$ cat src/rtl/seg7_pkg.sv
// seg7_pkg: shared active-high segment encoding for the scan driver
package seg7_pkg;
   localparam logic [7:0] SEG_OFF = 8'h00;
   localparam int DP_BIT = 7;
   function automatic logic [6:0] hex_seg(input logic [3:0] n);
      logic [6:0] s;
      case (n)
         4'h0: s = 7'h3F;
         4'h1: s = 7'h06;
         4'h2: s = 7'h5B;
         4'h3: s = 7'h4F;
         4'h4: s = 7'h66;
         4'h5: s = 7'h6D;
         4'h6: s = 7'h7D;
         4'h7: s = 7'h07;
         4'h8: s = 7'h7F;
         4'h9: s = 7'h6F;
         4'hA: s = 7'h77;
         4'hB: s = 7'h7C;
         4'hC: s = 7'h39;
         4'hD: s = 7'h5E;
         4'hE: s = 7'h79;
         default: s = 7'h71;
      endcase
      return s;
   endfunction
endpackage

$ cat src/rtl/seg7_hex_decoder.sv
// seg7_hex_decoder: nibble plus decimal point to active-high segment pattern
module seg7_hex_decoder
   import seg7_pkg::*;
(
   input  logic [3:0] nib,
   input  logic       dp,
   output logic [7:0] pat
);
   always_comb begin
      pat = SEG_OFF;
      pat[6:0] = hex_seg(nib);
      pat[DP_BIT] = dp;
   end
endmodule

$ cat src/rtl/seg7_scan_ctrl.sv
// seg7_scan_ctrl: multiplexed N-digit 7-segment scanner with shadow load, blink,
// leading-zero blanking, PWM brightness and dead time
module seg7_scan_ctrl
   import seg7_pkg::*;
#(
   parameter int DIGITS       = 6,
   parameter int SCAN_DIV     = 896,
   parameter int BLINK_FRAMES = 64,
   parameter int SEL_ACT_LOW  = 0,
   parameter int SEG_ACT_LOW  = 1
) (
   input  logic                  sys_clk,
   input  logic                  sys_rst,
   input  logic [4*DIGITS-1:0]   data,
   input  logic [DIGITS-1:0]     dp,
   input  logic [DIGITS-1:0]     blink_mask,
   input  logic                  load,
   input  logic                  lz_blank,
   input  logic [3:0]            bright,
   input  logic                  disp_en,
   output logic [DIGITS-1:0]     sel,
   output logic [7:0]            seg,
   output logic                  frame_tick
);
   localparam int IW  = DIGITS > 1 ? $clog2(DIGITS) : 1;
   localparam int PW  = $clog2(SCAN_DIV);
   localparam int SUB = SCAN_DIV / 16;
   localparam int SW  = $clog2(SUB);
   localparam int FW  = $clog2(BLINK_FRAMES + 1);
   localparam logic [DIGITS-1:0] SEL_POL = {DIGITS{SEL_ACT_LOW != 0}};
   localparam logic [7:0]        SEG_POL = {8{SEG_ACT_LOW != 0}};
   logic [4*DIGITS-1:0] sh_data;
   logic [DIGITS-1:0]   sh_dp, sh_blink, lz, sel_hi;
   logic [PW-1:0]       psc;
   logic [SW-1:0]       sub;
   logic [3:0]          ph, nib;
   logic [IW-1:0]       idx;
   logic [FW-1:0]       fcnt;
   logic                bph, slot_end, frame_end, sub_end, on, blank;
   logic [7:0]          pat, seg_hi;
   assign slot_end  = psc == PW'(SCAN_DIV - 1);
   assign frame_end = slot_end && idx == IW'(DIGITS - 1);
   assign sub_end   = sub == SW'(SUB - 1);
   // digit i is blanked when it and every digit above it are zero
   for (genvar i = 0; i < DIGITS; i++) begin : g_lz
      assign lz[i] = lz_blank && (i != 0) && sh_data[4*DIGITS-1:4*i] == '0;
   end
   assign nib = sh_data[{idx, 2'b00} +: 4];
   seg7_hex_decoder u_dec (
      .nib (nib),
      .dp  (sh_dp[idx]),
      .pat (pat)
   );
   always_comb begin
      on     = disp_en && ph <= bright && psc != '0;
      blank  = (sh_blink[idx] && bph) || lz[idx];
      sel_hi = on ? DIGITS'(1) << idx : '0;
      seg_hi = blank ? SEG_OFF : pat;
   end
   always_ff @(posedge sys_clk or negedge sys_rst) begin
      if (!sys_rst) begin
         sh_data    <= '0;
         sh_dp      <= '0;
         sh_blink   <= '0;
         psc        <= '0;
         sub        <= '0;
         ph         <= '0;
         idx        <= '0;
         fcnt       <= '0;
         bph        <= 1'b0;
         frame_tick <= 1'b0;
         sel        <= SEL_POL;
         seg        <= SEG_OFF ^ SEG_POL;
      end else begin
         if (load) begin
            sh_data  <= data;
            sh_dp    <= dp;
            sh_blink <= blink_mask;
         end
         psc <= slot_end ? '0 : psc + 1'b1;
         sub <= sub_end ? '0 : sub + 1'b1;
         ph  <= ph + {3'b000, sub_end};
         if (slot_end)
            idx <= idx == IW'(DIGITS - 1) ? '0 : idx + 1'b1;
         if (frame_end) begin
            fcnt <= fcnt == FW'(BLINK_FRAMES - 1) ? '0 : fcnt + 1'b1;
            bph  <= fcnt == FW'(BLINK_FRAMES - 1) ? ~bph : bph;
         end
         frame_tick <= frame_end;
         sel        <= sel_hi ^ SEL_POL;
         seg        <= seg_hi ^ SEG_POL;
      end
   end
endmodule

$ cat config.mk
export PLATFORM = sky130hd
export DESIGN_NAME = seg7_scan_ctrl
export DESIGN_NICKNAME = d
export VERILOG_FILES = /design/src/rtl/seg7_pkg.sv /design/src/rtl/seg7_hex_decoder.sv /design/src/rtl/seg7_scan_ctrl.sv
export SDC_FILE = /design/constraint.sdc
export NUM_CORES = 1
export LEC_CHECK = 0
export CORE_ASPECT_RATIO = 2
export CORE_MARGIN = 2
export CORE_UTILIZATION = 50
export CTS_CLUSTER_SIZE = 25
export DETAILED_ROUTE_END_ITERATION = 12
export PLACE_DENSITY_LB_ADDON = 0.05
export SLEW_MARGIN = 20
export SYNTH_ARGS = -nofsm -noshare
export SYNTH_HDL_FRONTEND = slang
export SYNTH_HIERARCHICAL = 1
export SYNTH_SLANG_ARGS = --single-unit
export TNS_END_PERCENT = 20
$ cat constraint.sdc
create_clock -name sys_clk -period 3 [get_ports sys_clk]
set_input_delay 0.45 -clock sys_clk [delete_from_list [all_inputs] [get_ports sys_clk]]
set_output_delay 0.45 -clock sys_clk [all_outputs]
set_load 0.01 [all_outputs]
Run 1, routing congestion map:
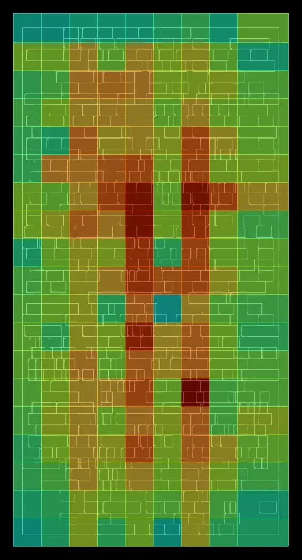
met1 Resource Use GR: 23.9%
M3 GR Usage: 5.05%
GRT Resource Usage Total: 21.2%

Run 1, sequential cells grouped by signal name:
Scale bar: 20 um. Other sequential cells in the stronger grey, the rest of the logic in the fainter grey.
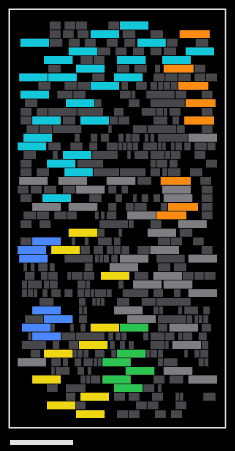
Key: psc = yellow [flops 10]; fcnt = blue [flops 7, where lower left]; seg = orange [flops 8]; sh_data = cyan [flops 24]; sel = green [flops 6, where bottom centre]
seq pwr: 1.23 mW
fraction of standard cell area that is sequential: 40.7%
final core utilization: 64.2%

Run 1, clock distribution:
Scale bar: 20 um.
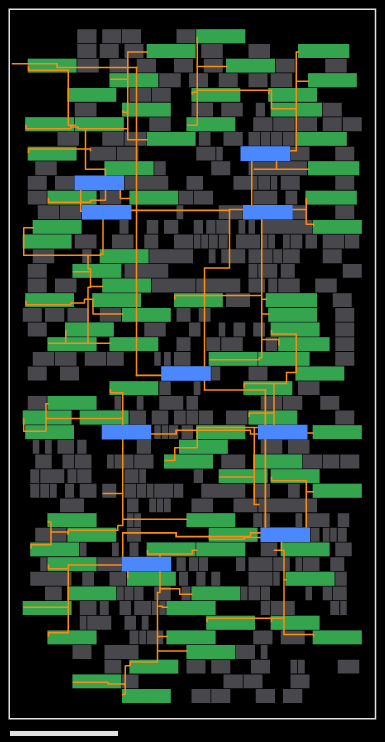
Key: clock wires = orange [length 1,030 um]; clock drivers = blue [count 9]; flip-flops = green [count 82]
There are 10 routed clock nets.
worst clock skew on the final layout: 0.00647 ns
clock share of power: 43.8%
Worst-Skew Late Latency: 0.34 ns
clock distribution power: 1.20 mW

==> impl_metrics.py, run 1 <==
# Synthesis and PnR figures
metrics = {
    "global_route": {
        "globalRouteMet2Util_pct": 36.7,
        "overflow": 0,
        "wire_length_of_the_first_global_routing_pass_um": 14100,
        "grt_antenna_before_repair": 0,
        "grt.busiest_layer": "met2",
        "first_global_vias": 2969,
        "grt_max_degree": 83,
    },
    "sta": {
        "tightest_slew_ns": 0.827,
        "rsz_0062_raised_after_global_routing": "false",
        "post_layout_minimum_cycle_time_ns": 2.59,
        "timing.slew.headroom_pct": 44.5,
        "setup_total_negative_slack_ns": 0,
        "hold-worst-slack_ns": 0.145,
        "timing.final.setup_violations": 0,
        "post-route-worst-setup-slack_ns": 0.405,
        "hold_viol": 0,
        "finalMaxSlewViolations": 0,
        "max_clock_freq_mhz": 385,
        "layout_worst_path_cycle_share_pct": 86.5,
    },
    "synthesis": {
        "async_reset_ff_share_pct": 100,
        "syn_avg_cell_area_um2": 12.1,
        "number_of_standard_cells_reported_by_yosys": 335,
        "synth-edff-count": 0,
        "netlist_area_mm2": 0.00406,
        "synth_cell_types": 54,
        "post_synth_inst_count": 335,
        "synth.area.mux_share_pct": 17.1,
        "fp_nets": 398,
        "synth.top_cell.area_share_pct": 45.7,
        "netlist_top_cells_area": "dfrtp_1 (46%), mux2_2 (11%), ha_1 (5.6%)",
        "logic_family": "multiplexers",
        "synth_xor_xnor_area_share_pct": 3.21,
        "postSynth.topFlopCell": "dfrtp_1",
        "synth_warnings": 6,
        "synth_adder_area_share_pct": 5.55,
        "synth.yosys.chip_area_mm2": 0.00406,
        "synth_sequential_area_ratio_pct": 50.8,
        "synthSimpleGateAreaFrac_pct": 13.4,
        "top_area_cell": "dfrtp_1",
        "synth-seq-cells": 82,
        "compound_area_share_pct": 6.66,
    },
    "worst_setup_path": {
        "worst_setup_path_category": "flop to flop",
        "worst-endpoint-required_ns": 3.26,
        "cpLargestDelayFamily": "multiplexers",
        "worst_setup_path_start_kind": "flop",
        "cpMaxStageDelayCell": "dfrtp_1",
        "cp_num_cells": 8,
        "r2r.worst_path.cells": 8,
        "timing.critical_path.cells": "mux4_2, nand2_1, o21ai_0, inv_1, ha_1, inv_1, mux4_1, nand4_1",
        "r2r_end": "seg[3]",
        "timing.critical_path.slowest_cell_delay_ns": 0.57,
        "worst-r2r-setup-slack_ns": 0.41,
        "setup.worst_path.start": "idx[1]",
        "path_buffers": 2,
        "endpoint_kind": "flop",
        "timing.critical_path.arrival_ns": 2.86,
        "cp_common_cell": "inv_1",
        "r2r-start": "idx[1]",
        "crit_path_end": "seg[3]",
        "worst-path-max-fanout": 9,
    },
    "cells_and_area": {
        "flop-count": 82,
        "flow.area_growth_from_synthesis_pct": 24.8,
        "antenna-diode-count": 0,
        "n_all_inverters": 15,
        "layout.cells.non_filler": 498,
        "register_area_mm2": 0.00206,
        "clkbuf_count": 10,
        "area_dominant_class": "flip-flops and latches",
        "comb-cell-share_pct": 36.8,
        "final_common_cell": "dfrtp_1",
        "clock_cell_area_share_pct": 6.50,
        "drive_above_1_share_pct": 20.6,
        "final_nets": 460,
        "fill_cells": 656,
        "multiInputCombCellCount": 225,
        "area_share_nonclk_buffers_pct": 12.4,
        "most-common-layout-cells": "dfrtp_1 (74), clkdlybuf4s50_1 (58), mux2_2 (40)",
        "final_design_area_no_fill_mm2": 0.00506,
        "multiInputGateArea_mm2": 0.00186,
        "nNonClkBuffers": 64,
    },
    "detailed_routing": {
        "route.antenna.remaining_nets": 0,
        "wirelength_um": 8580,
        "met2WireLength_um": 4850,
        "drt_pre_antenna_iters": 4,
        "wl_per_cell_um": 17.2,
        "top_layer": "met4",
        "detailroute.wirelength.met3_um": 363,
        "drt_first_iter_violations": 102,
        "wirelength_met1_um": 3230,
        "detail_route.drc_violations": 0,
        "viasPerCell": 5.71,
        "detailroute.via_count": 2846,
    },
    "clocking": {
        "hold_buffers": 0,
        "clkTransAtPathRegs_ns": 0.06,
        "clock_sinks": 82,
        "numCtsBuffers": 9,
        "clock_tree.htree_level_count": 3,
        "cts_tree": "yes",
        "cts.root.buffer_cell": "clkbuf_16",
        "post_cts_resize_count": 0,
        "ctsLongestPathBuffers": 2,
        "postCtsSetupRepairBufs": 0,
    },
    "floorplanning": {
        "die_w_um": 67.7,
        "die_extent_in_y_um": 131,
        "io_count": 60,
        "rows": 46,
        "core_area_mm2": 0.00789,
        "die_area_mm2": 0.00889,
        "fp_util_pct": 51.4,
        "taps": 96,
    },
    "place": {
        "routabilityCongestion": 0.783,
        "port_buffers": 59,
        "placed_cells": 482,
        "pre_cts_ws_ns": 0.406,
        "place_hpwl_um": 6360,
        "placed_area_mm2": 0.00473,
    },
    "power_and_ir_drop": {
        "worst_ir_drop_on_vdd_mv": 0.436,
        "p_total_mw": 2.73,
        "p_per_area_mw_per_mm2": 539,
        "cellLeakagePower_nw": 2.21,
    },
    "hold_path": {
        "worst_hold_check_path_type": "primary input to asynchronous set/reset pin",
    },
    "status": {
        "run_status": "finished clean",
    },
    "flow_run": {
        "warnings": 33,
        "drv_cap": 0,
    },
}
[run 1: registers in the layout (all words and copies together) (netlist names)]
register,count
sh_data,24
psc,10
seg,8
fcnt,7
sel,6
sh_blink,6
sh_dp,6
sub,6
ph,4
idx,3
bph,1
frame_tick,1
[run 1: synthesized netlist by cell type, drive strengths merged, types with 6 or more instances]
cell	count
mux4	7
o21ai	13
nor2b	6
dfstp	8
inv	14
nand2	21
mux2i	7
ha	18
nor2	16
mux2	41
dfrtp	74
nand4	16
xor2	9
buf	9
a21oi	11
nand3	14
[run 1: power breakdown]
group          switching [mW]  internal, mW  total (mW)  leakage, nW
clock network           0.444         0.753        1.20        0.159
logic                   0.125         0.180       0.305         1.04
registers              0.0442          1.18        1.23         1.00
==> run 2, diff against run 1 <==
- CAP_MARGIN: not set -> 20
Run 2, clock distribution:
Scale bar: 20 um.
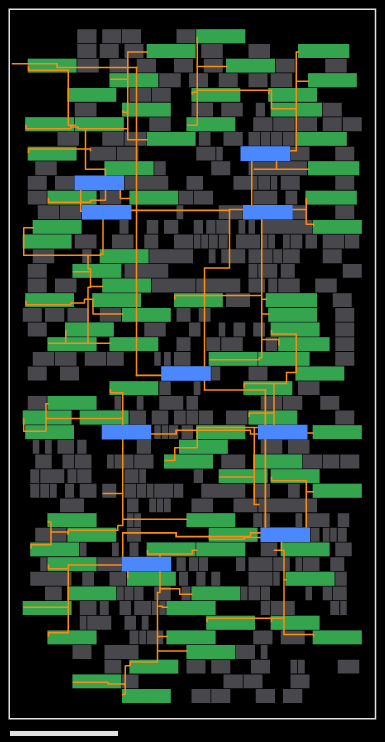
Key: flip-flops = green [count 82]; clock drivers = blue [count 9]; clock wires = orange [length 1,030 um]
Position of the flops: spread over the die.

Run 2, gate-type map:
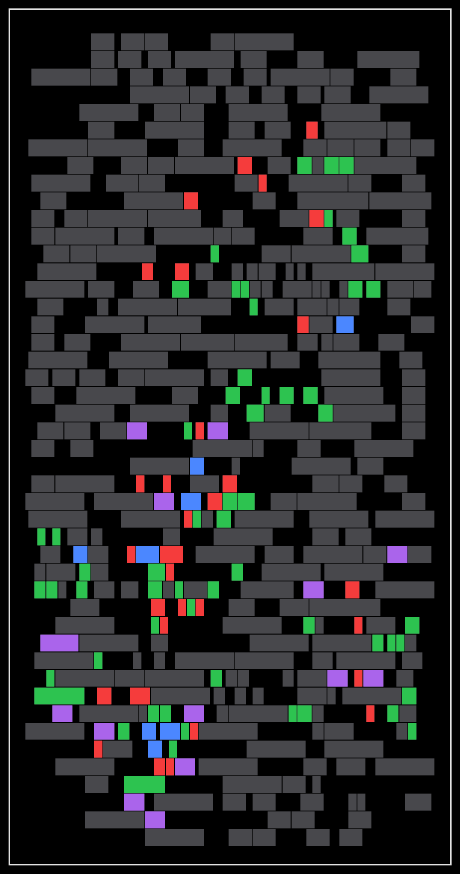
Key: NAND gates = green [cells 58]; AND and OR gates = blue [cells 8]; NOR gates = red [cells 31]; XOR/XNOR gates = purple [cells 14]
count of placed standard cells in the final layout, fillers left out: 498
Comb area share: 36.8%

Run 2, routing congestion map:
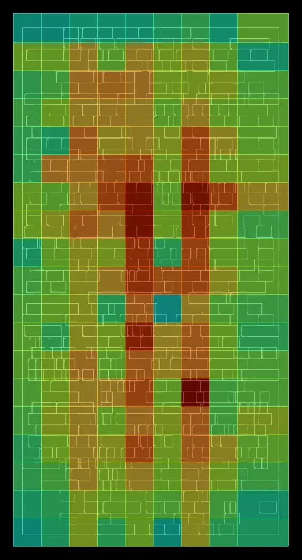
Top Usage Layer GRT: met2
GRT met2 Usage: 36.7%
average wire per standard cell: 17.2 um

==> impl_metrics.py, run 2 <==
# Synthesis and PnR figures
metrics = {
    "synthesis": {
        "compound_area_share_pct": 6.66,
        "synth_sequential_area_ratio_pct": 50.8,
        "synth_xor_xnor_area_share_pct": 3.21,
        "post_synth_inst_count": 335,
        "synth.top_cells.by_count": "dfrtp_1 (74), mux2_2 (40), nand2_1 (21)",
        "number_of_standard_cells_reported_by_yosys": 335,
        "synth_adder_area_share_pct": 5.55,
        "netlist_area_mm2": 0.00406,
        "netlist_top_cells_area": "dfrtp_1 (46%), mux2_2 (11%), ha_1 (5.6%)",
        "synth-seq-cells": 82,
        "logic_family": "multiplexers",
        "most_common_cell_in_the_synthesized_netlist": "dfrtp_1",
        "syn_avg_cell_area_um2": 12.1,
        "synth.area.mux_share_pct": 17.1,
        "fp_nets": 398,
    },
    "cells_and_area": {
        "multiInputGateArea_mm2": 0.00186,
        "clock_cell_area_share_pct": 6.50,
        "area_share_nonclk_buffers_pct": 12.4,
        "drive_above_1_share_pct": 20.6,
        "postLayoutCoreUtil_pct": 64.2,
        "seq_area_share_pct": 40.7,
        "area_dominant_class": "flip-flops and latches",
        "most-common-layout-cells": "dfrtp_1 (74), clkdlybuf4s50_1 (58), mux2_2 (40)",
        "regs_by_ff_count": "sh_data (24), psc (10), seg (8)",
        "final_design_area_no_fill_mm2": 0.00506,
        "most_flops_register": "sh_data",
        "fill_cells": 656,
        "largest_register_ffs": 24,
        "nNonClkBuffers": 64,
        "flow.area_growth_from_synthesis_pct": 24.8,
    },
    "global_route": {
        "grt_antenna_before_repair": 0,
        "first_global_vias": 2969,
        "overflow": 0,
        "grt_resource_usage_total_pct": 21.2,
    },
    "worst_setup_path": {
        "timing.critical_path.arrival_ns": 2.86,
        "setup.worst_path.start": "idx[1]",
        "r2r_end": "seg[3]",
        "timing.critical_path.cells": "mux4_2, nand2_1, o21ai_0, inv_1, ha_1, inv_1, mux4_1, nand4_1",
        "worst-path-max-fanout": 9,
        "crit_path_end": "seg[3]",
        "cp_common_cell": "inv_1",
        "timing.critical_path.slowest_cell_delay_ns": 0.57,
        "worst-r2r-setup-slack_ns": 0.41,
    },
    "detailed_routing": {
        "wirelength_met1_um": 3230,
        "top_layer": "met4",
        "detailroute.via_count": 2846,
        "detailroute.wirelength.met3_um": 363,
        "drt_first_iter_violations": 102,
        "met2WireLength_um": 4850,
        "detail_route.drc_violations": 0,
    },
    "floorplanning": {
        "die_area_mm2": 0.00889,
        "rows": 46,
        "fp_util_pct": 51.4,
        "core_area_mm2": 0.00789,
        "die_w_um": 67.7,
    },
    "clocking": {
        "clock_sinks": 82,
        "cts.root.buffer_cell": "clkbuf_16",
        "ctsLongestPathBuffers": 2,
        "cts_tree": "yes",
        "clkTransAtPathRegs_ns": 0.06,
        "post_cts_resize_count": 0,
        "postCtsSetupRepairBufs": 0,
    },
    "power_and_ir_drop": {
        "p_per_area_mw_per_mm2": 539,
        "worst_ir_drop_on_vdd_mv": 0.436,
    },
    "sta": {
        "hold_viol": 0,
        "setup_total_negative_slack_ns": 0,
        "hold-worst-slack_ns": 0.145,
        "post-route-worst-setup-slack_ns": 0.405,
        "timing.slew.headroom_pct": 44.5,
        "post_layout_minimum_cycle_time_ns": 2.59,
        "layout_worst_path_cycle_share_pct": 86.5,
    },
    "place": {
        "place_hpwl_um": 6360,
        "placed_cells": 482,
        "routabilityCongestion": 0.783,
    },
    "flow_run": {
        "warnings": 33,
    },
    "hold_path": {
        "worst_hold_check_path_type": "primary input to asynchronous set/reset pin",
    },
    "status": {
        "run_status": "finished clean",
    },
}
==> run 2: worst max-delay path: cells and delay by family, from the launching register on <==
kind / cells / cell delay [ns]
adders and majority gates: 1 / 0.26
AOI/OAI and AO/OA: 1 / 0.23
DFF: 1 / 0.57
buffers and inverters: 2 / 0.27
muxes: 2 / 1.03
and+or+nand+nor: 2 / 0.17
==> run 2: power breakdown <==
group / switching, mW / leakage [nW] / internal (mW)
clock network: 0.444 / 0.159 / 0.753
logic: 0.125 / 1.04 / 0.180
registers: 0.0442 / 1.00 / 1.18
total: 0.613 / 2.21 / 2.12
==> run 2: cells by family (layout without fill, tap and decap cells) <==
logic type,Yosys count,after routing
muxes,55,55
adders and majority gates,18,18
buffers and inverters,28,95
DFF,82,82
and+or+nand+nor,97,97
xor gates and xnor gates,14,14
AOI/OAI and AO/OA,41,41
Power is estimated from default activity; no workload was simulated.
